===== src/rtl/key_arb_pkg.sv =====
// Shared types and default parameters for the key arbiter.
package key_arb_pkg;

  localparam int unsigned KEY_ARB_N_DEFAULT    = 4;
  localparam int unsigned KEY_ARB_SYNC_DEFAULT = 2;

  typedef enum logic {
    IDLE  = 1'b0,
    OFFER = 1'b1
  } arb_state_e;

endpackage


===== src/rtl/sync_chain.sv =====
// Single-bit synchronizer: STAGES-deep flop chain with async active-low reset.
module sync_chain
  import key_arb_pkg::*;
#(
  parameter int unsigned STAGES = KEY_ARB_SYNC_DEFAULT
) (
  input  logic clk,
  input  logic reset,
  input  logic d,
  output logic q
);

  logic [STAGES-1:0] chain_q;
  logic [STAGES-1:0] chain_d;

  always_comb begin
    chain_d = {chain_q[STAGES-2:0], d};
  end

  always_ff @(posedge clk or negedge reset) begin
    if (!reset) begin
      chain_q <= '0;
    end else begin
      chain_q <= chain_d;
    end
  end

  assign q = chain_q[STAGES-1];

endmodule


===== src/rtl/key_arbiter.sv =====
// Round-robin arbiter for N asynchronous key requesters: synchronize, detect
// rises, latch pending requests and offer them one at a time to a shared resource.
module key_arbiter
  import key_arb_pkg::*;
#(
  parameter int unsigned N           = KEY_ARB_N_DEFAULT,
  parameter int unsigned SYNC_STAGES = KEY_ARB_SYNC_DEFAULT
) (
  input  logic         clk,
  input  logic         reset,
  input  logic [N-1:0] keys_async,
  output logic [N-1:0] grant,
  output logic         grant_valid,
  input  logic         grant_ready,
  output logic [N-1:0] pending,
  output logic         overflow
);

  localparam int unsigned IW = (N > 1) ? $clog2(N) : 1;
  localparam logic [IW-1:0] LAST_RST = IW'(N - 1);

  logic [N-1:0]  key_sync;
  logic [N-1:0]  prev_q, prev_d;
  logic [N-1:0]  rise;
  logic [N-1:0]  pending_q, pending_d;
  logic [N-1:0]  grant_q, grant_d;
  logic [N-1:0]  clr;
  logic          grant_valid_q, grant_valid_d;
  logic          overflow_q, overflow_d;
  logic          transfer;
  logic [IW-1:0] last_q, last_d;
  arb_state_e    state_q, state_d;

  for (genvar i = 0; i < N; i++) begin : g_sync
    sync_chain #(
      .STAGES(SYNC_STAGES)
    ) u_sync (
      .clk  (clk),
      .reset(reset),
      .d    (keys_async[i]),
      .q    (key_sync[i])
    );
  end

  // First set bit of req, searching upward from (last+1) mod N with wrap.
  function automatic logic [N-1:0] rr_pick(input logic [N-1:0] req,
                                           input logic [IW-1:0] last);
    logic [N-1:0]  pick;
    logic          found;
    logic [IW-1:0] idx;
    pick  = '0;
    found = 1'b0;
    for (int unsigned k = 1; k <= N; k++) begin
      idx = IW'((32'(last) + k) % N);
      if (!found && req[idx]) begin
        pick[idx] = 1'b1;
        found     = 1'b1;
      end
    end
    return pick;
  endfunction

  function automatic logic [IW-1:0] onehot_idx(input logic [N-1:0] oh);
    logic [IW-1:0] idx;
    idx = '0;
    for (int unsigned k = 0; k < N; k++) begin
      if (oh[k]) idx = IW'(k);
    end
    return idx;
  endfunction

  // A rise coinciding with its own clear re-arms the request without overflow.
  always_comb begin
    prev_d     = key_sync;
    rise       = key_sync & ~prev_q;
    transfer   = (state_q == OFFER) && grant_valid_q && grant_ready;
    clr        = transfer ? grant_q : '0;
    pending_d  = (pending_q & ~clr) | rise;
    overflow_d = |(rise & pending_q & ~clr);
  end

  always_comb begin
    state_d       = state_q;
    grant_d       = grant_q;
    grant_valid_d = grant_valid_q;
    last_d        = last_q;
    case (state_q)
      IDLE: begin
        if (|pending_q) begin
          grant_d       = rr_pick(pending_q, last_q);
          grant_valid_d = 1'b1;
          state_d       = OFFER;
        end
      end
      OFFER: begin
        if (transfer) begin
          last_d        = onehot_idx(grant_q);
          grant_d       = '0;
          grant_valid_d = 1'b0;
          state_d       = IDLE;
        end
      end
    endcase
  end

  always_ff @(posedge clk or negedge reset) begin
    if (!reset) begin
      prev_q        <= '0;
      pending_q     <= '0;
      grant_q       <= '0;
      grant_valid_q <= 1'b0;
      overflow_q    <= 1'b0;
      last_q        <= LAST_RST;
      state_q       <= IDLE;
    end else begin
      prev_q        <= prev_d;
      pending_q     <= pending_d;
      grant_q       <= grant_d;
      grant_valid_q <= grant_valid_d;
      overflow_q    <= overflow_d;
      last_q        <= last_d;
      state_q       <= state_d;
    end
  end

  assign grant       = grant_q;
  assign grant_valid = grant_valid_q;
  assign pending     = pending_q;
  assign overflow    = overflow_q;

endmodule


===== config.mk =====
export PLATFORM = sky130hd
export DESIGN_NAME = key_arbiter
export DESIGN_NICKNAME = d
export VERILOG_FILES = /design/src/rtl/key_arb_pkg.sv /design/src/rtl/sync_chain.sv /design/src/rtl/key_arbiter.sv
export SDC_FILE = /design/constraint.sdc
export NUM_CORES = 1
export LEC_CHECK = 0
export ABC_CLOCK_PERIOD_IN_PS = 6200
export CORE_MARGIN = 4
export CORE_UTILIZATION = 50
export DETAILED_ROUTE_END_ITERATION = 10
export PLACE_DENSITY_LB_ADDON = 0.2
export REMOVE_ABC_BUFFERS = 1
export SYNTH_ARGS = -nofsm -noshare
export SYNTH_HDL_FRONTEND = slang
export SYNTH_SLANG_ARGS = --single-unit

===== constraint.sdc =====
create_clock -name clk -period 6.2 [get_ports clk]
set_input_delay 1.24 -clock clk [delete_from_list [all_inputs] [get_ports clk]]
set_output_delay 1.24 -clock clk [all_outputs]
set_load 0.005 [all_outputs]

Fig. 1: wiring by layer
(6 px per um)
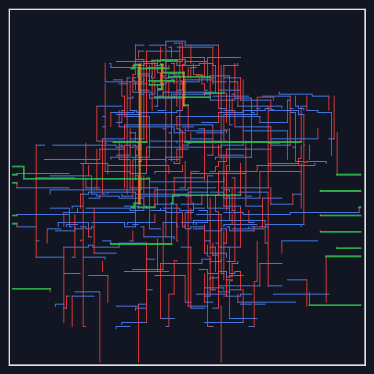
- orange: met4 (wire length 32.6 um)
- red: met2 (wire length 1160 um)
- green: met3 (wire length 171 um)
- blue: met1 (wire length 1160 um)

==> impl_metrics.toml <==
# physical design summary
[drt]
num_vias = 1018
wl_um = 2526
highest_layer = "met4"
wl_met3_um = 171
wl_met1_um = 1158
ant_nets = 0

[finish]
stdcell_count = 171
comb_share_pct = 40.96
fin_nets = 157
antenna_cells = 0
seq_share_pct = 41.63
layout-drive-gt1-share_pct = 9.220
comb_area_sq_um = 618.1
n_fill_cell = 211
design_area_sq_um = 1509
clkCellAreaFrac_pct = 1.824
n_all_buffers = 16
largest_register_ffs = 8

[timing]
slew_headroom_pct = 30.41
timing.setup.tns_ns = 0
whs_ns = 0.3621
tightest_slew_ns = 1.041

[global_route]
grt_util_met2_pct = 25.71
use_met3_pct = 4.357
grt_pass1_wl_um = 4588
grt_pass1_vias = 999

[synthesis]
synthMuxAreaShare_pct = 11.13
synthCells = 124
synthDistinctLibCells = 26
synth_top_flop_cell = "dfrtp_1"
edf_count = 0
syn_area_sq_um = 1304
synth_chip_area_sq_um = 1304
syn-mean-instance-area_sq_um = 10.51
async_flop_share_pct = 100.0
adder_share_pct = 7.678
synth_warnings = 0

[pwr]
p_clk_share_pct = 9.3
p_seq_mw = 0.290
p_comb_share_pct = 50.8
p_leak_nw = 0.6557
p_per_area_nw_per_um2 = 480.9
switching_share_pct = 41.34
ir_worst_vdd_uv = 358.6
p_switching_mw = 0.3000

[die]
fp-utilization_pct = 52.63
die_y_um = 59.07

[placed_design]
dp.cells = 167
place.gp.congestion = 0.8239
port_buffers = 16

[clocking]
cts_tree = "done"
cts_buffers = 3
clk_latency_ns = 0.31
ctsLongestPathBuffers = 2
postCtsHoldBufs = 0
post_cts_buffers = 0

[worst_setup_path]
endpoint = "grant[2]"
rr_endpoint = "grant[2]"
crit_chain = "inv_1 -> ha_1 -> mux2i_1 -> mux2_2 -> a2111oi_0 -> a31oi_1"
crit_required_ns = 6.38
cp.arrival_ns = 2.96
setup.worst_path.start = "last_q[0]"
cp-end-kind = "flop"
reg2reg_from = "last_q[0]"
critPathMaxStageDelay_ns = 0.75
path_max_fanout = 18

[flow_run]
maxCapViolCount = 0

[worst_hold_path]
worstHoldPathCells = 0

[status]
status = "finished clean"
Fig. 2: wires at chosen ports, followed through buffers
(8 px per um)
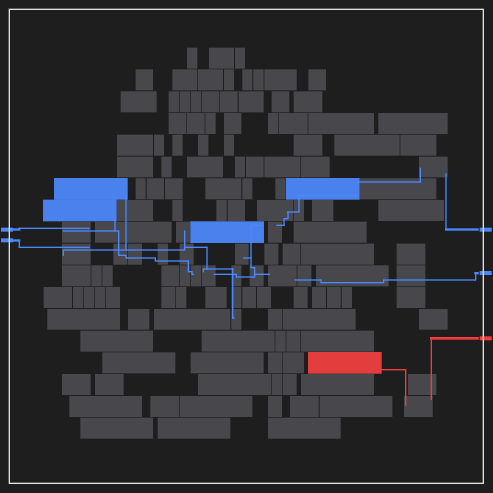
- red: overflow (direction output; edge east; end cells 1; buffers 1; wire 21.0 um)
- blue: grant (direction output; edge 2 east, 2 west; end cells 4; buffers 4; wire 159 um)

